`config.mk`:
```
export PLATFORM = sky130hd
export DESIGN_NAME = memory_hs
export DESIGN_NICKNAME = d
export VERILOG_FILES = /design/src/rtl/memory_hs.sv
export SDC_FILE = /design/constraint.sdc
export NUM_CORES = 2
export LEC_CHECK = 0
export ABC_CLOCK_PERIOD_IN_PS = 16000
export CAP_MARGIN = 20
export CORE_MARGIN = 5
export CORE_UTILIZATION = 65
export DETAILED_ROUTE_END_ITERATION = 7
export PLACE_DENSITY = 0.81
export SLEW_MARGIN = 40
export SYNTH_ARGS = -nofsm -noshare
export SYNTH_HDL_FRONTEND = slang
export SYNTH_SLANG_ARGS = --single-unit
```
`constraint.sdc`:
```
create_clock -name i_clk -period 16 [get_ports i_clk]
set_input_delay 3.2 -clock i_clk [delete_from_list [all_inputs] [get_ports i_clk]]
set_output_delay 3.2 -clock i_clk [all_outputs]
set_load 0.02 [all_outputs]
```
`src/rtl/memory_hs.sv`:
```
// memory_hs: single-port data memory with req/ready handshake, registered read port,
// power-up/on-demand clear sweep and address range checking. Optional MEMORY_HS_PARITY_EN.
module memory_hs #(
   parameter int unsigned     BITS     = 16,
   parameter int unsigned     MEMADDRS = 256,
   parameter int unsigned     AW       = 8,
   parameter logic [BITS-1:0] INIT_VAL = '0
) (
   input  logic            i_clk,
   input  logic            i_rst_n,
   input  logic            i_clear,
   input  logic            i_req,
   input  logic            i_rw,
   input  logic [AW-1:0]   i_addr,
   input  logic [BITS-1:0] i_data,
   output logic            o_ready,
   output logic            o_rvalid,
   output logic [BITS-1:0] o_data,
   output logic            o_err,
`ifdef MEMORY_HS_PARITY_EN
   output logic            o_perr,
`endif
   output logic            o_init_done
);

   if (MEMADDRS < 1 || (64'(1) << AW) < 64'(MEMADDRS)) begin : g_bad_cfg
      $error("memory_hs: MEMADDRS must lie in 1..2**AW");
   end

   localparam int unsigned IW       = (MEMADDRS > 1) ? $clog2(MEMADDRS) : 1;
   localparam logic [IW-1:0] LAST_IDX = IW'(MEMADDRS - 1);
`ifdef MEMORY_HS_PARITY_EN
   localparam int unsigned WW = BITS + 1;
`else
   localparam int unsigned WW = BITS;
`endif

   localparam logic [0:0] ST_CLEAR = 1'b0;
   localparam logic [0:0] ST_IDLE  = 1'b1;

   logic [WW-1:0] mem [0:MEMADDRS-1];
   logic [0:0]    state;
   logic [IW-1:0] cnt;
   logic          in_range;
   logic          accept;
   logic          rd_acc;
   logic          wr_en;
   logic [IW-1:0] wr_idx;
   logic [IW-1:0] rd_idx;
   logic [WW-1:0] wr_word;
   logic [WW-1:0] rd_word;

   function automatic logic [WW-1:0] encode(input logic [BITS-1:0] d);
`ifdef MEMORY_HS_PARITY_EN
      return {^d, d};
`else
      return d;
`endif
   endfunction

   // A full-depth array has no out-of-range addresses, so skip the compare entirely.
   if (64'(MEMADDRS) == (64'(1) << AW)) begin : g_full
      assign in_range = 1'b1;
   end else begin : g_part
      assign in_range = (i_addr <= AW'(MEMADDRS - 1));
   end

   assign o_ready = (state == ST_IDLE) && !i_clear;
   assign accept  = o_ready && i_req;
   assign rd_acc  = accept && !i_rw;
   assign rd_idx  = i_addr[IW-1:0];
   assign rd_word = mem[rd_idx];

   // Sweep and request writes are mutually exclusive by state, so one write port suffices.
   always_comb begin
      wr_en   = 1'b0;
      wr_idx  = cnt;
      wr_word = encode(INIT_VAL);
      if (state == ST_CLEAR) begin
         wr_en = !i_clear;
      end else if (accept && i_rw && in_range) begin
         wr_en   = 1'b1;
         wr_idx  = rd_idx;
         wr_word = encode(i_data);
      end
   end

   always_ff @(posedge i_clk) begin
      if (wr_en) begin
         mem[wr_idx] <= wr_word;
      end
   end

   always_ff @(posedge i_clk or negedge i_rst_n) begin
      if (!i_rst_n) begin
         state       <= ST_CLEAR;
         cnt         <= '0;
         o_init_done <= 1'b0;
         o_rvalid    <= 1'b0;
         o_data      <= '0;
         o_err       <= 1'b0;
`ifdef MEMORY_HS_PARITY_EN
         o_perr      <= 1'b0;
`endif
      end else begin
         o_rvalid <= rd_acc;
         o_err    <= accept && !in_range;
`ifdef MEMORY_HS_PARITY_EN
         o_perr   <= rd_acc && in_range && (^rd_word);
`endif
         if (rd_acc) begin
            o_data <= in_range ? rd_word[BITS-1:0] : '0;
         end
         case (state)
            ST_CLEAR: begin
               if (i_clear) begin
                  cnt <= '0;
               end else if (cnt == LAST_IDX) begin
                  state       <= ST_IDLE;
                  o_init_done <= 1'b1;
               end else begin
                  cnt <= cnt + 1'b1;
               end
            end
            default: begin
               if (i_clear) begin
                  state       <= ST_CLEAR;
                  cnt         <= '0;
                  o_init_done <= 1'b0;
               end
            end
         endcase
      end
   end

endmodule

```
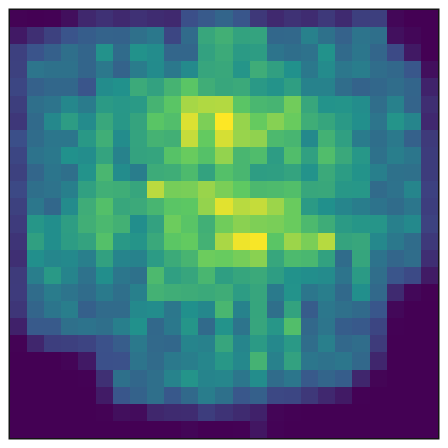
(images/wire_density.png)
The die is cut into 25 by 25 equal tiles; dark purple is low, yellow is high, scaled to the fullest tile. Values are wire area over tile area, all layers added.
nearly empty tiles: 14%
fullest tile: 0.84
emptiest ninth of the die: lower right
tiles over half the peak: 35%

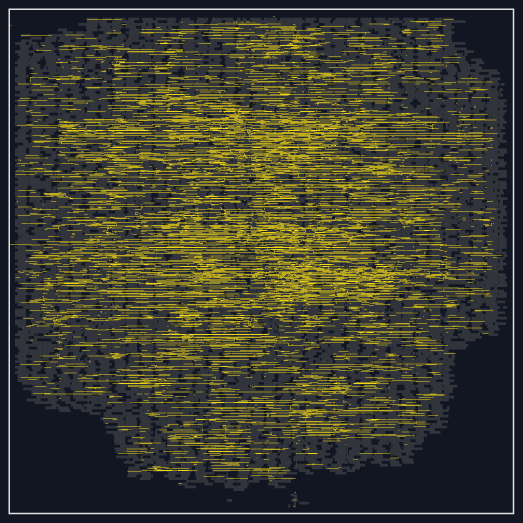
(images/met3.png)
(1 px per um) Cells faint in the background.
main direction: horizontal
longest straight run: 249 um
share of all routed wire: 15%
Post-Route WL: 456,000 um
routed vias: 84,500
met3 Use GR: 11.8%

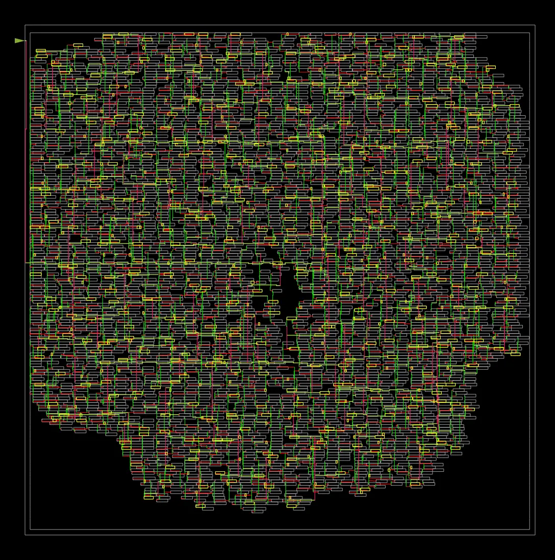
(images/final_clocks.png)
skew final: 0.106 ns
clock buffer count: 485
clock-net power: 9100 uW
# clock sinks: 4,123

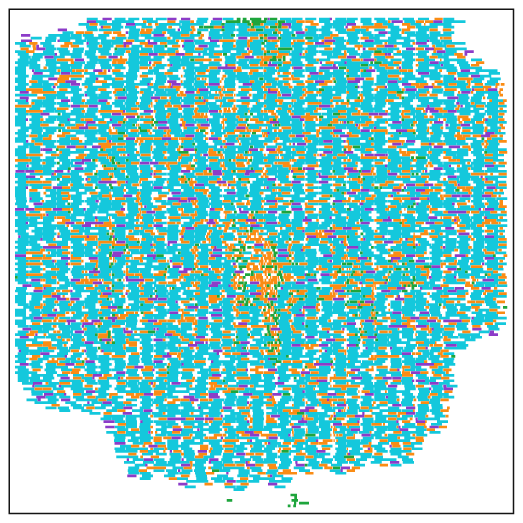
(images/cell_classes.png)
(1 px per um)
[green] other buffers and delay cells | cells: 460 | share of their area: 2.5%
[purple] clock drivers and dummy loads | cells: 709 | share of their area: 7.1%
[orange] all other logic | cells: 2,678 | share of their area: 19%
[cyan] flip-flops | cells: 4,123 | share of their area: 72%
Core ar.: 241,000 um^2
post-route cell area: 177,000 um^2

==> flow_summary.toml <==
# generated from flow reports
[final_layout]
inv_count = 22
comb_area_um2 = 32200
drive_gt1_share_pct = 24.1
stdcell_count = 11200
final_cell_mix = "edfxtp_1, mux4_2, clkbuf_16"
largestRegisters = "mem x4096, o_data x16, cnt x8"

[final_timing]
finalHoldViolCount = 0
fin_crit_sh_pct = 53.6
setup_viol = 0

[floorplan]
chipArea_um2 = 253000
die_y_um = 503
std_cell_rows = 180
die_width_um = 503

[pwr]
swShare_pct = 20.8
p_per_area_nw_per_um2 = 122
combPwrFrac_pct = 3.0
powerComb_uw = 646
power_uw = 21500

[logic_synthesis]
synthTopCellsByArea = "edfxtp_1, mux4_2, mux2i_1, a22oi_1, nor2_1"
synth-simple-area-share_pct = 1.94
synth_area_um2 = 158000
synth_flops = 4123
top_cell = "edfxtp_1"
syn_inst = 7243
top_cells_by_count = "edfxtp_1, mux4_2, mux2i_1"
top_logic_kind = "multiplexers"
flop_cell = "edfxtp_1"
synth_seq_share_pct = 78.4
edf_count = 4096
avgSynthCellArea_um2 = 21.8

[global_routing]
grt_pass1_vias = 84700
grt_max_degree = 139
grtUsageMet1_pct = 44.6

[drt]
drcViolationCount = 0
top_layer = "met5"
drt-met1-wl_um = 135000

[critical_path]
cp_top_family = "buffers and inverters"
startpoint = "i_clear"
worstPathRequired_ns = 12.80
critPathKind = "input port to output port"
crit_chain = "clkdlybuf4s50_1 -> nand2b_1 -> inv_1 -> clkdlybuf4s50_1"
r2r_cells = 8
cp_max_fo = 13
crit_top_cell = "clkdlybuf4s50_1"

[job]
cap_viol_max_count = 0

[run_status]
status = "completed"

[clock_network]
path_clk_slew_ns = 0.06
root_buffer = "clkbuf_16"
clock_latency_ns = 1.04

[min_path]
hp-class = "flop to flop"
hold_end = "cnt[5]$_DFFE_PN0P_"
Power figures rest on the tool's default switching activity, not on a simulated workload.
